run_1/ff_map.png
Bar = 20 um. Other sequential cells in the stronger gray, the rest of the logic in the fainter gray.
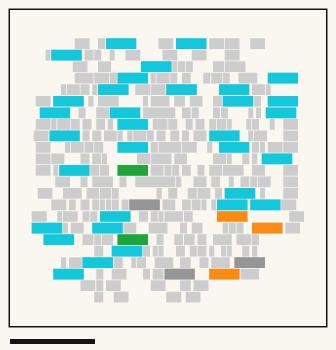
run_1/class_map.png
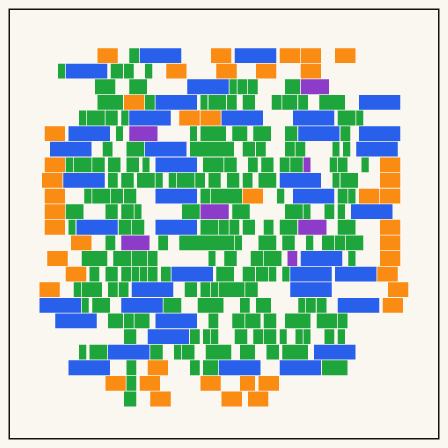
run_1/placed.png
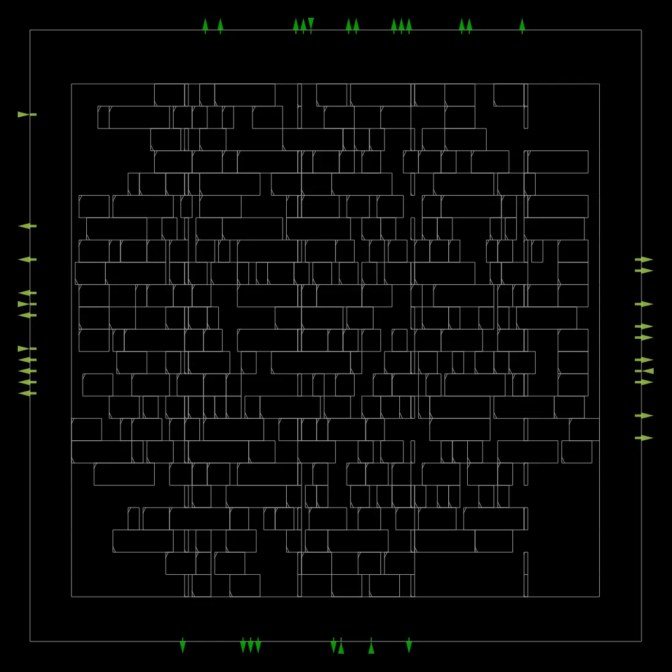
`config.mk`:
```
export PLATFORM = sky130hd
export DESIGN_NAME = vote_arbiter
export DESIGN_NICKNAME = d
export VERILOG_FILES = /design/src/rtl/vote_pkg.sv /design/src/rtl/vote_tally.sv /design/src/rtl/vote_arbiter.sv
export SDC_FILE = /design/constraint.sdc
export NUM_CORES = 1
export LEC_CHECK = 0
export ABC_AREA = 0
export CAP_MARGIN = 20
export CORE_MARGIN = 5
export CORE_UTILIZATION = 49
export DETAILED_ROUTE_END_ITERATION = 16
export PLACE_DENSITY = 0.78
export SYNTH_ARGS = -nofsm -noshare
export SYNTH_HDL_FRONTEND = slang
export SYNTH_SLANG_ARGS = --single-unit
```
`constraint.sdc`:
```
create_clock -name clk -period 6.9 [get_ports clk]
set_input_delay 1.035 -clock clk [delete_from_list [all_inputs] [get_ports clk]]
set_output_delay 1.035 -clock clk [all_outputs]
set_load 0.03 [all_outputs]
```
`src/rtl/vote_pkg.sv`:
```
// vote_pkg: shared types and constants for the voting front end.
//   state_t       : arbiter FSM states (IDLE, WAIT_RELEASE, LOCKOUT)
//   NUM_CAND      : number of candidate buttons / tallies
//   CNT_W_DEFAULT : default tally width
//   TALLY_MAX     : saturation value of a default-width tally
//   max_int       : helper for sizing the shared phase counter
package vote_pkg;

   typedef enum logic [1:0] {
      IDLE         = 2'd0,
      WAIT_RELEASE = 2'd1,
      LOCKOUT      = 2'd2
   } state_t;

   localparam int NUM_CAND      = 4;
   localparam int CNT_W_DEFAULT = 8;
   localparam int TALLY_MAX     = (1 << CNT_W_DEFAULT) - 1;

   function automatic int max_int(input int a, input int b);
      return (a > b) ? a : b;
   endfunction

endpackage

```
`src/rtl/vote_tally.sv`:
```
// vote_tally: one saturating candidate tally.
//   clk, rst : clock, synchronous active-high reset (clears the tally)
//   inc      : count one vote this cycle (ignored once saturated)
//   cnt      : current tally
//   sat      : tally is at its maximum value
module vote_tally #(
   parameter int CNT_W = vote_pkg::CNT_W_DEFAULT
) (
   input  logic             clk,
   input  logic             rst,
   input  logic             inc,
   output logic [CNT_W-1:0] cnt,
   output logic             sat
);

   assign sat = (cnt == {CNT_W{1'b1}});

   always_ff @(posedge clk) begin
      if (rst)
         cnt <= '0;
      else if (inc && !sat)
         cnt <= cnt + 1'b1;
   end

endmodule

```
`src/rtl/vote_arbiter.sv`:
```
// vote_arbiter: turns the four candidate buttons into tally increments.
// Accepts one vote per press: a press in IDLE is counted (or rejected),
// then all buttons must stay low for RELEASE_CYCLES consecutive cycles,
// followed by LOCKOUT_CYCLES cycles in which buttons are ignored.
//   clk, rst            : clock, synchronous active-high reset
//   mode                : 0 = voting, 1 = result (only looked at in IDLE)
//   cand1..4_button     : synchronised candidate buttons
//   cand1..4_vote       : candidate tallies
//   valid_vote_casted   : one-cycle pulse, vote counted
//   invalid_vote        : one-cycle pulse, press rejected (multi-press or saturated)
//   busy                : high whenever the FSM is not in IDLE
module vote_arbiter
   import vote_pkg::*;
#(
   parameter int CNT_W          = CNT_W_DEFAULT,
   parameter int RELEASE_CYCLES = 3,
   parameter int LOCKOUT_CYCLES = 5
) (
   input  logic             clk,
   input  logic             rst,
   input  logic             mode,
   input  logic             cand1_button,
   input  logic             cand2_button,
   input  logic             cand3_button,
   input  logic             cand4_button,
   output logic [CNT_W-1:0] cand1_vote,
   output logic [CNT_W-1:0] cand2_vote,
   output logic [CNT_W-1:0] cand3_vote,
   output logic [CNT_W-1:0] cand4_vote,
   output logic             valid_vote_casted,
   output logic             invalid_vote,
   output logic             busy
);

   localparam int PH_MAX = max_int(RELEASE_CYCLES, LOCKOUT_CYCLES);
   localparam int PH_W   = (PH_MAX > 1) ? $clog2(PH_MAX) : 1;
   localparam logic [PH_W-1:0] REL_LAST  = PH_W'(RELEASE_CYCLES - 1);
   localparam logic [PH_W-1:0] LOCK_LAST = PH_W'(LOCKOUT_CYCLES - 1);

   state_t                          state;
   logic [PH_W-1:0]                 phase;
   logic [NUM_CAND-1:0]             btn;
   logic [NUM_CAND-1:0]             sat;
   logic [NUM_CAND-1:0]             inc;
   logic [NUM_CAND-1:0][CNT_W-1:0]  tally;
   logic                            any_btn;
   logic                            one_hot;
   logic                            sel_sat;
   logic                            accept;

   assign btn     = {cand4_button, cand3_button, cand2_button, cand1_button};
   assign any_btn = |btn;
   // Clearing the lowest set bit leaves zero only for a single press.
   assign one_hot = any_btn && ((btn & (btn - 1'b1)) == '0);
   assign sel_sat = |(btn & sat);
   assign accept  = (state == IDLE) && !mode && one_hot && !sel_sat;
   assign inc     = accept ? btn : '0;

   for (genvar i = 0; i < NUM_CAND; i++) begin : g_tally
      vote_tally #(.CNT_W(CNT_W)) u_tally (
         .clk (clk),
         .rst (rst),
         .inc (inc[i]),
         .cnt (tally[i]),
         .sat (sat[i])
      );
   end

   assign cand1_vote = tally[0];
   assign cand2_vote = tally[1];
   assign cand3_vote = tally[2];
   assign cand4_vote = tally[3];

   // Reset lands in WAIT_RELEASE so a button held through reset must be
   // released and locked out before it can ever count.
   always_ff @(posedge clk) begin
      if (rst) begin
         state             <= WAIT_RELEASE;
         phase             <= '0;
         valid_vote_casted <= 1'b0;
         invalid_vote      <= 1'b0;
         busy              <= 1'b1;
      end else begin
         valid_vote_casted <= 1'b0;
         invalid_vote      <= 1'b0;
         case (state)
            IDLE: begin
               if (!mode && any_btn) begin
                  state             <= WAIT_RELEASE;
                  phase             <= '0;
                  busy              <= 1'b1;
                  valid_vote_casted <= accept;
                  invalid_vote      <= !accept;
               end
            end
            WAIT_RELEASE: begin
               if (any_btn) begin
                  phase <= '0;
               end else if (phase == REL_LAST) begin
                  state <= LOCKOUT;
                  phase <= '0;
               end else begin
                  phase <= phase + 1'b1;
               end
            end
            LOCKOUT: begin
               if (phase == LOCK_LAST) begin
                  state <= IDLE;
                  phase <= '0;
                  busy  <= 1'b0;
               end else begin
                  phase <= phase + 1'b1;
               end
            end
            default: begin
               state <= WAIT_RELEASE;
               phase <= '0;
               busy  <= 1'b1;
            end
         endcase
      end
   end

endmodule

```
==> results.sh, run 1 <==
# yosys + openroad results
export IMPL_status="complete, no violations"
export IMPL_clkPwrFrac=0.367
export IMPL_p_leak_nw=0.9330
export IMPL_drv_slew=0
export IMPL_wl_met2_um=2101
export IMPL_die_area_um2=5561
export IMPL_top_layer_used="met4"
export IMPL_whs_ps=501.0
export IMPL_post_cts_setup_buffers=0
export IMPL_warnings=30
export IMPL_critPathLaunchType="input pin"
export IMPL_route_final_wire_length_um=4430
export IMPL_drive_above_1_share=0.03636
export IMPL_flop_cell="dfxtp_1"
export IMPL_port_buffer_count=41
export IMPL_synth_largest_area_cell="dfxtp_1"
export IMPL_syn_avg_cell_area_um2=8.695
export IMPL_synth_compound_area_share=0.1200
export IMPL_syn_area_um2=2043
export IMPL_top_regs="g_tally.u_tally.cnt x32, phase x3, state x2"
export IMPL_crit_chain="clkdlybuf4s50_1, nor4b_2, o21ai_1, a221oi_4, nand4_4, or4_1, a21oi_1"
export IMPL_cts_buffers=5
export IMPL_timing_rr_start="g_tally[0].u_tally.cnt[0]$_SDFFE_PP0P_"
export IMPL_fin_skew_ps=9.096
export IMPL_gp_congestion=0.7873
export IMPL_p_seq_frac=0.592
export IMPL_placed_area_um2=2474
export IMPL_area_growth_pct=24.86
export IMPL_power_group_top="sequential cells"
export IMPL_top_area_frac=0.3919
export IMPL_cp_slowest_cell="a221oi_4"
export IMPL_tightest_slew_ps=800.6
export IMPL_synth_xor_xnor_area_share=0.09002
export IMPL_cts_sinks=40
export IMPL_hp_start="g_tally[2].u_tally.cnt[7]$_SDFFE_PP0P_"
export IMPL_critPathLaunch="cand1_button"
export IMPL_clock_buffer_count=6
export IMPL_async_reset_ff_frac=0
export IMPL_dominant_cell_class="logic gates"
export IMPL_wire_per_inst_um=13.63
export IMPL_post_place_ws_ps=3011
export IMPL_p_int_w=0.0003053
export IMPL_maxCapViolCount=0
export IMPL_largest_register="g_tally.u_tally.cnt"
export IMPL_finalCritPeriodShare=0.5252
export IMPL_initCoreUtil=0.5071
export IMPL_synth_distinct_cells=40
export IMPL_combGateArea_um2=1166
export IMPL_cts_resized_gates=0
export IMPL_finalPower_w=0.0003902
export IMPL_clk_share=0.03041
export IMPL_synth_seq_share=0.3919
export IMPL_die_x_um=74.58
export IMPL_p_per_area_nw_per_um2=152.9
export IMPL_common_cells="40 x dfxtp_1, 27 x nor2_1, 19 x xor2_1"
export IMPL_critPathKind="input pin to register"
export IMPL_worstPathMaxFanout=17
export IMPL_first_pass_iters=4
export IMPL_buffer_area_frac=0.1638
export IMPL_finalCriticalPeriod_ps=3624
export IMPL_routed_wl_met3_um=203
export IMPL_cp_endpoint="g_tally[0].u_tally.cnt[5]$_SDFFE_PP0P_"
export IMPL_grt_max_degree=40
export IMPL_synth_comb_largest_family="simple AND/OR/NAND/NOR gates"
export IMPL_max_freq_ghz=0.2760
export IMPL_layout_setup_ws_ps=3276
export IMPL_slew_headroom=0.4663
export IMPL_swShare=0.2175
export IMPL_crit_cells=7
export IMPL_layout_top_cells="41 x clkdlybuf4s50_1, 40 x dfxtp_1, 27 x nor2_1"
export IMPL_antenna_found_initial=0
export IMPL_crit_required_ps=7120
export IMPL_worst_hold_path_type="register to register"
export IMPL_layout_nets=292
export IMPL_comb_area_share=0.4571
export IMPL_fin_setup_tns_ps=0
export IMPL_grt_pass1_vias=1653
export IMPL_yosysWarningCount=0
export IMPL_root_buffer="clkbuf_8"
export IMPL_comb_cells=179
export IMPL_pin_count=42
export IMPL_hold_viol_final=0
export IMPL_die_height_um=74.58
export IMPL_hold_depth=2
export IMPL_gr_usage_met3=0.03919
export IMPL_setup_violations=0
export IMPL_dp_hpwl_um=3157
export IMPL_postSynthCellCount=235
export IMPL_hold_buffers=0
export IMPL_htree_levels=2
export IMPL_post_synth_main_area_contributors="dfxtp_1 39%, xor2_1 8.1%, ha_1 6.1%"
export IMPL_cts_buffer_depth=2
export IMPL_track_usage=0.1700
export IMPL_vias=1789
export IMPL_viasPerCell=5.505
export IMPL_clkTransAtPathRegs_ps=70
export IMPL_cp_slowest_stage_delay_ps=750
export IMPL_inverters=7
export IMPL_arrival_ps=3850
export IMPL_hold_end="g_tally[2].u_tally.cnt[7]$_SDFFE_PP0P_"
export IMPL_worstReg2RegEnd="g_tally[0].u_tally.cnt[5]$_SDFFE_PP0P_"
export IMPL_synth_flops=40
export IMPL_synthMostInstantiatedCell="dfxtp_1"
export IMPL_vdd_drop_max_uv=128.0
export IMPL_busiest_layer="met2"
export IMPL_mux_area_frac=0.01470
export IMPL_crit_path_end_kind="register"
export IMPL_num_antenna_cells=0
export IMPL_grt_util_met2=0.2849
export IMPL_fp_nets=252
export IMPL_grt_pass1_wl_um=7369
export IMPL_pg_clk_w=0.000143
export IMPL_drcViolationCount=0
export IMPL_cts_tree="built"
export IMPL_synthSimpleGateAreaFrac=0.2848
export IMPL_rsz0062_at_grt="no"
export IMPL_comb_power_w=0.0000158
export IMPL_combPwrFrac=0.040
export IMPL_overflow=0
export IMPL_yosysCellCount=235
export IMPL_dp_cells=318
export IMPL_largest_register_ffs=32
export IMPL_antenna_left=0
export IMPL_layout_top_cell="clkdlybuf4s50_1"
export IMPL_first_iter_violations=96
export IMPL_detail_route_wirelength_met1_um=2060
export IMPL_ys_area_um2=2043
export IMPL_netSwitchingPower_w=0.00008487
export IMPL_critPathTopFamily="simple AND/OR/NAND/NOR gates"
export IMPL_fa_ha_area_frac=0.06124
export IMPL_clk_latency_ps=290
Back to the opening pictures, ff_map.png:
orange -> phase  # placed flops 3
green -> state  # placed flops 2
cyan -> g_tally.u_tally.cnt  # placed flops 32
Util after Layout: 0.6332
Seq/total area: 0.3139
register area: 800.8 um2
total sequential power: 0.000231 W

Back to the opening pictures, class_map.png:
green -> remaining logic cells  # cells 186, share of their area 48%
blue -> registers  # cells 40, share of their area 32%
orange -> remaining buffers and delay cells  # cells 42, share of their area 17%
purple -> clock drivers and dummy loads  # cells 7, share of their area 3.1%
row cnt: 23
core area: 4029 um2
design area: 2551 um2

Back to the opening pictures, placed.png:
Tap Count: 50
Fillers: 372
fin cells: 325
Flops: 40

==> run 2, diff against run 1 <==
==> constraint.sdc (replaced) <==
create_clock -name clk -period 3.6 [get_ports clk]
set_input_delay 0.54 -clock clk [delete_from_list [all_inputs] [get_ports clk]]
set_output_delay 0.54 -clock clk [all_outputs]
set_load 0.03 [all_outputs]
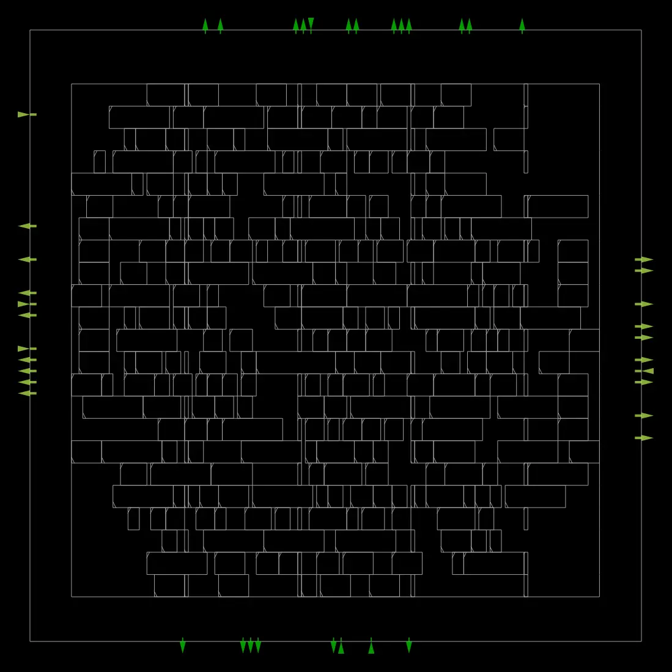
run_2/placed.png
Seq/total area: 0.3089
Util after Layout: 0.6435
fin cells: 328
Fillers: 353

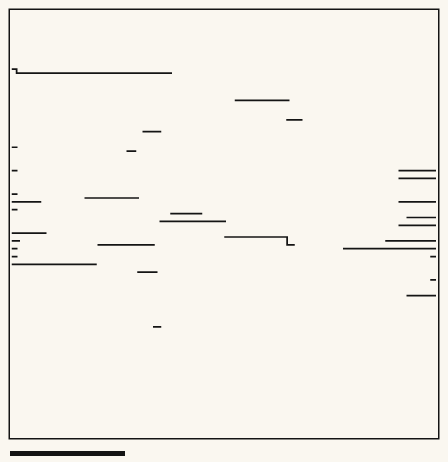
run_2/m3.png
Bar = 20 um.
nets with wire on the layer = 27
longest straight run = 26.9 um
wire length on this layer = 188 um
share of all routed wire = 4.2%
main direction = horizontal

==> run 2 against run 1 <==
  * Clock skew shrank 6.0 ps
  * Clock power rose by 120%
  * Via count grew 1.3%
  * Hold slack worse by 4.3 ps
  * Cell area grew 1.6%
  * Global-route usage is 0.47 points higher
  * Synthesized area did not move
  * Sequential cell count did not move
  * Sequential power rose by 92%
  * Critical path depth did not move
  * Utilization up 1.0 points
  * Largest cell class unchanged
  * Largest power group unchanged
==> results.sh, run 2 <==
# yosys + openroad results
export IMPL_pg_clk_w=0.000317
export IMPL_inverters=7
export IMPL_critPathLaunchType="input pin"
export IMPL_crit_path_end_kind="register"
export IMPL_grt_util_met2=0.2761
export IMPL_cp_slowest_stage_delay_ps=550
export IMPL_antenna_left=0
export IMPL_synth_xor_xnor_area_share=0.09002
export IMPL_comb_power_w=0.0000319
export IMPL_layout_nets=295
export IMPL_status="complete, no violations"
export IMPL_largest_register_ffs=32
export IMPL_vias=1813
export IMPL_synth_compound_area_share=0.1200
export IMPL_route_final_wire_length_um=4451
export IMPL_setup_violations=0
export IMPL_comb_area_share=0.4498
export IMPL_syn_avg_cell_area_um2=8.695
export IMPL_comb_cells=179
export IMPL_dominant_cell_class="logic gates"
export IMPL_area_growth_pct=26.88
export IMPL_rsz0062_at_grt="no"
export IMPL_maxCapViolCount=0
export IMPL_synth_comb_largest_family="simple AND/OR/NAND/NOR gates"
export IMPL_flop_area_um2=800.8
export IMPL_cts_tree="built"
export IMPL_seq_cell_count=40
export IMPL_pin_count=42
export IMPL_track_usage=0.1747
export IMPL_dp_hpwl_um=3285
export IMPL_hold_viol_final=0
export IMPL_arrival_ps=3060
export IMPL_whs_ps=496.7
export IMPL_fin_skew_ps=3.129
export IMPL_drive_above_1_share=0.05036
export IMPL_p_per_area_nw_per_um2=305.6
export IMPL_warnings=30
export IMPL_worstReg2RegEnd="g_tally[0].u_tally.cnt[5]$_SDFFE_PP0P_"
export IMPL_finalCriticalPeriod_ps=2850
export IMPL_ys_area_um2=2043
export IMPL_post_cts_setup_buffers=0
export IMPL_die_area_um2=5561
export IMPL_antenna_found_initial=0
export IMPL_timing_rr_start="state[1]$_SDFFE_PP0P_"
export IMPL_combGateArea_um2=1166
export IMPL_dp_cells=321
export IMPL_tightest_slew_ps=743.4
export IMPL_swShare=0.2110
export IMPL_cp_slowest_cell="clkdlybuf4s50_1"
export IMPL_wire_per_inst_um=13.57
export IMPL_mux_area_frac=0.01470
export IMPL_layout_top_cell="clkdlybuf4s50_1"
export IMPL_placed_area_um2=2496
export IMPL_fin_setup_tns_ps=0
export IMPL_common_cells="40 x dfxtp_1, 27 x nor2_1, 19 x xor2_1"
export IMPL_cts_sinks=40
export IMPL_clk_share=0.03716
export IMPL_synth_distinct_cells=40
export IMPL_detail_route_wirelength_met1_um=2136
export IMPL_critPathKind="input pin to register"
export IMPL_crit_required_ps=3810
export IMPL_overflow=0
export IMPL_first_pass_iters=4
export IMPL_synth_flops=40
export IMPL_post_place_ws_ps=481.5
export IMPL_power_group_top="sequential cells"
export IMPL_finalCritPeriodShare=0.7916
export IMPL_num_antenna_cells=0
export IMPL_yosysCellCount=235
export IMPL_seq_cell_power_w=0.000443
export IMPL_top_area_frac=0.3919
export IMPL_cts_buffers=5
export IMPL_async_reset_ff_frac=0
export IMPL_port_buffer_count=41
export IMPL_largest_register="g_tally.u_tally.cnt"
export IMPL_hold_end="phase[2]$_SDFFE_PP0P_"
export IMPL_wl_met2_um=2047
export IMPL_routed_wl_met3_um=188
export IMPL_critPathLaunch="cand4_button"
export IMPL_hold_buffers=0
export IMPL_first_iter_violations=82
export IMPL_taps=50
export IMPL_clkTransAtPathRegs_ps=70
export IMPL_netSwitchingPower_w=0.0001672
export IMPL_gp_congestion=0.8187
export IMPL_top_regs="g_tally.u_tally.cnt x32, phase x3, state x2"
export IMPL_vdd_drop_max_uv=198.8
export IMPL_syn_area_um2=2043
export IMPL_cts_resized_gates=0
export IMPL_viasPerCell=5.527
export IMPL_post_synth_main_area_contributors="dfxtp_1 39%, xor2_1 8.1%, ha_1 6.1%"
export IMPL_top_layer_used="met4"
export IMPL_synth_largest_area_cell="dfxtp_1"
export IMPL_gr_usage_met3=0.03919
export IMPL_htree_levels=2
export IMPL_initCoreUtil=0.5071
export IMPL_synth_seq_share=0.3919
export IMPL_fp_nets=252
export IMPL_yosysWarningCount=0
export IMPL_grt_pass1_vias=1739
export IMPL_hold_depth=2
export IMPL_synthMostInstantiatedCell="dfxtp_1"
export IMPL_worst_hold_path_type="register to register"
export IMPL_cp_endpoint="g_tally[0].u_tally.cnt[5]$_SDFFE_PP0P_"
export IMPL_p_seq_frac=0.559
export IMPL_buffer_area_frac=0.1699
export IMPL_drcViolationCount=0
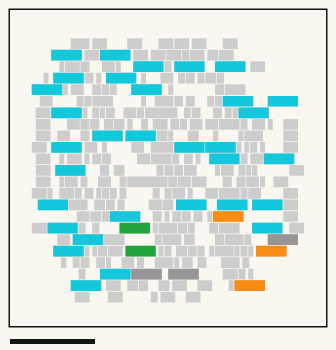
run_2/ff_map.png
Bar = 20 um. Other sequential cells in the stronger gray, the rest of the logic in the fainter gray.
orange -> phase  # placed flops 3
cyan -> g_tally.u_tally.cnt  # placed flops 32
green -> state  # placed flops 2
not colored = 3

==> run 3, diff against run 2 <==
--- a/config.mk
+++ b/config.mk
@@ -8,9 +8,9 @@
 export ABC_AREA = 0
 export CAP_MARGIN = 20
 export CORE_MARGIN = 5
-export CORE_UTILIZATION = 49
+export CORE_UTILIZATION = 46
 export DETAILED_ROUTE_END_ITERATION = 16
-export PLACE_DENSITY = 0.78
+export PLACE_DENSITY = 0.77
 export SYNTH_ARGS = -nofsm -noshare
 export SYNTH_HDL_FRONTEND = slang
 export SYNTH_SLANG_ARGS = --single-unit
==> constraint.sdc (replaced) <==
create_clock -name clk -period 2.3 [get_ports clk]
set_input_delay 0.345 -clock clk [delete_from_list [all_inputs] [get_ports clk]]
set_output_delay 0.345 -clock clk [all_outputs]
set_load 0.03 [all_outputs]
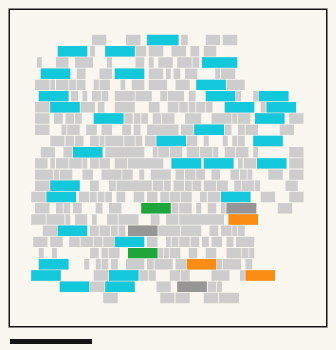
run_3/ff_map.png
Bar = 20 um. Other sequential cells in the stronger gray, the rest of the logic in the fainter gray.
cyan -> g_tally.u_tally.cnt  # placed flops 32, where widely spread
green -> state  # placed flops 2
orange -> phase  # placed flops 3
Seq/total area: 0.2807
register area: 805.8 um2
total sequential power: 0.000692 W
Util after Layout: 0.6638

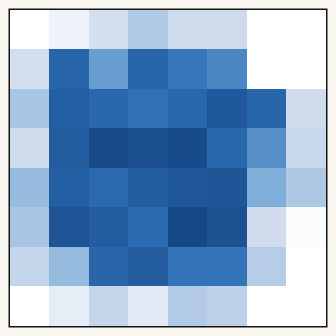
run_3/util_map.png
8 x 8 tiles, from white (low) to dark blue (high), 0 to 100% covered.
fullest tile = 91%
nearly empty tiles = 14%
mean over tiles = 48%
densest ninth of the die = center
tiles over 75% full = 38%
Pre-Place Util: 0.4725
core area: 4324 um2

==> run 3 against run 2 <==
  * Global-route usage up 0.29 points
  * Sequential share of layout area shrank 2.8 points
  * Routed wire length is 13% higher
  * Synthesized area unchanged
  * Die size up 5.6%
  * Total power rose by 75%
  * First-iteration DRC count shrank 18%
  * Utilization up 2.0 points
  * Synthesized cell count stayed put
  * Cell area grew 11%
==> results.sh, run 3 <==
# yosys + openroad results
export IMPL_clk_share=0.04403
export IMPL_layout_setup_ws_ps=98.99
export IMPL_layout_top_cells="38 x dfxtp_1, 37 x clkdlybuf4s50_1, 27 x nor2_1, 27 x buf_4, 19 x xor2_1"
export IMPL_grt_use_met1=0.2225
export IMPL_die_height_um=76.65
export IMPL_syn_area_um2=2043
export IMPL_stdcell_area_um2=2870
export IMPL_cts_tree="built"
export IMPL_post_cts_setup_buffers=0
export IMPL_hold_buffers=0
export IMPL_vias=1975
export IMPL_worstReg2RegEnd="g_tally[0].u_tally.cnt[6]$_SDFFE_PP0P_"
export IMPL_area_growth_pct=40.48
export IMPL_critPathTopFamily="simple AND/OR/NAND/NOR gates"
export IMPL_largest_register="g_tally.u_tally.cnt"
export IMPL_max_freq_ghz=0.4543
export IMPL_crit_cells=8
export IMPL_clock_buffer_count=7
export IMPL_mux_area_frac=0.01470
export IMPL_dominant_cell_class="logic gates"
export IMPL_drv_slew=0
export IMPL_p_leak_nw=1.120
export IMPL_grt_pass1_wl_um=8749
export IMPL_wl_met2_um=2437
export IMPL_tightest_slew_ps=445.2
export IMPL_cp_endpoint="g_tally[0].u_tally.cnt[6]$_SDFFE_PP0P_"
export IMPL_crit_required_ps=2530
export IMPL_vdd_drop_max_uv=386.3
export IMPL_cts_buffer_depth=2
export IMPL_gp_congestion=0.8180
export IMPL_grt_max_degree=17
export IMPL_async_reset_ff_frac=0
export IMPL_warnings=30
export IMPL_flop_cell="dfxtp_1"
export IMPL_setup_violations=0
export IMPL_die_area_um2=5874
export IMPL_port_buffer_count=41
export IMPL_hp_start="phase[2]$_SDFFE_PP0P_"
export IMPL_clk_latency_ps=290
export IMPL_track_usage=0.1777
export IMPL_pg_clk_w=0.000628
export IMPL_dp_hpwl_um=3710
export IMPL_yosysWarningCount=0
export IMPL_finalCritPeriodShare=0.9570
export IMPL_num_antenna_cells=0
export IMPL_p_seq_frac=0.498
export IMPL_post_place_ws_ps=-369.4
export IMPL_antenna_left=0
export IMPL_antenna_found_initial=0
export IMPL_pin_count=42
export IMPL_power_group_top="sequential cells"
export IMPL_critPathKind="register to register"
export IMPL_comb_area_share=0.4250
export IMPL_placed_area_um2=2674
export IMPL_swShare=0.2041
export IMPL_drive_above_1_share=0.1617
export IMPL_critPathLaunch="g_tally[0].u_tally.cnt[0]$_SDFFE_PP0P_"
export IMPL_die_x_um=76.65
export IMPL_whs_ps=508.4
export IMPL_crit_path_end_kind="register"
export IMPL_fin_skew_ps=7.610
export IMPL_netSwitchingPower_w=0.0002834
export IMPL_synth_comb_largest_family="simple AND/OR/NAND/NOR gates"
export IMPL_synth_xor_xnor_area_share=0.09002
export IMPL_fin_setup_tns_ps=0
export IMPL_non_clock_buffer_count=69
export IMPL_largest_register_ffs=32
export IMPL_combPwrFrac=0.050
export IMPL_finalPower_w=0.001388
export IMPL_arrival_ps=2430
export IMPL_synth_largest_area_cell="dfxtp_1"
export IMPL_detail_route_wirelength_met1_um=2324
export IMPL_finalCriticalPeriod_ps=2201
export IMPL_layout_nets=319
export IMPL_inverters=7
export IMPL_clkTransAtPathRegs_ps=80
export IMPL_cp_slowest_stage_delay_ps=370
export IMPL_route_final_wire_length_um=5043
export IMPL_buffer_area_frac=0.2184
export IMPL_crit_buf_inv=1
export IMPL_layout_top_cell="dfxtp_1"
export IMPL_hold_depth=2
export IMPL_synth_distinct_cells=40
export IMPL_hold_end="phase[2]$_SDFFE_PP0P_"
export IMPL_synth_compound_area_share=0.1200
export IMPL_root_buffer="clkbuf_8"
export IMPL_top_layer_used="met4"
export IMPL_top_area_frac=0.3919
export IMPL_synth_flops=40
export IMPL_busiest_layer="met2"
export IMPL_worst_hold_path_type="register to register"
export IMPL_grt_pass1_vias=1940
export IMPL_first_iter_violations=67
export IMPL_postSynthCellCount=235
export IMPL_cp_slowest_cell="dfxtp_4"
export IMPL_seq_cell_count=40
export IMPL_gr_usage_met3=0.04846
export IMPL_p_per_area_nw_per_um2=483.7
export IMPL_yosysCellCount=235
export IMPL_syn_avg_cell_area_um2=8.695
export IMPL_top_regs="g_tally.u_tally.cnt x32, phase x3, state x2"
export IMPL_critPathLaunchType="register"
export IMPL_rrSetupSlack_ps=100
export IMPL_ys_area_um2=2043
export IMPL_comb_cells=179
export IMPL_grt_util_met2=0.2937
export IMPL_synthMostInstantiatedCell="dfxtp_1"
export IMPL_hold_viol_final=0
export IMPL_status="complete, no violations"
export IMPL_dp_cells=346
export IMPL_viasPerCell=5.563
export IMPL_synthSimpleGateAreaFrac=0.2848
export IMPL_crit_chain="ha_1, and3_1, and3_4, a221oi_4, nand4_4, buf_6, or3_1, a21oi_2"
export IMPL_clkPwrFrac=0.452
export IMPL_drcViolationCount=0
export IMPL_slew_headroom=0.6955
export IMPL_r2r_cells=8
export IMPL_cts_buffers=5
export IMPL_routed_wl_met3_um=208
export IMPL_cts_sinks=40
export IMPL_first_pass_iters=4
export IMPL_maxCapViolCount=0
export IMPL_common_cells="40 x dfxtp_1, 27 x nor2_1, 19 x xor2_1"
export IMPL_wire_per_inst_um=14.21
export IMPL_htree_levels=2
export IMPL_cts_resized_gates=4
export IMPL_synth_edff_count=0
export IMPL_combGateArea_um2=1220
export IMPL_comb_power_w=0.0000689
export IMPL_fa_ha_area_frac=0.06124
export IMPL_timing_rr_start="g_tally[0].u_tally.cnt[0]$_SDFFE_PP0P_"
export IMPL_worstPathMaxFanout=8
export IMPL_synth_seq_share=0.3919
export IMPL_p_int_w=0.001105
export IMPL_overflow=0
export IMPL_post_synth_main_area_contributors="dfxtp_1 39%, xor2_1 8.1%, ha_1 6.1%"
export IMPL_fp_nets=252
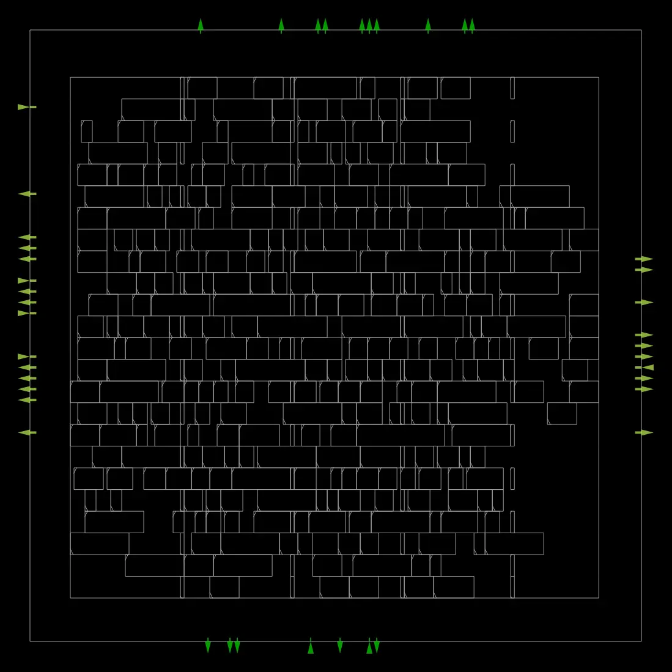
run_3/placed.png
Tap Count: 52
fin cells: 355
Fillers: 377
row cnt: 24

Power figures rest on the tool's default switching activity, not on a simulated workload.
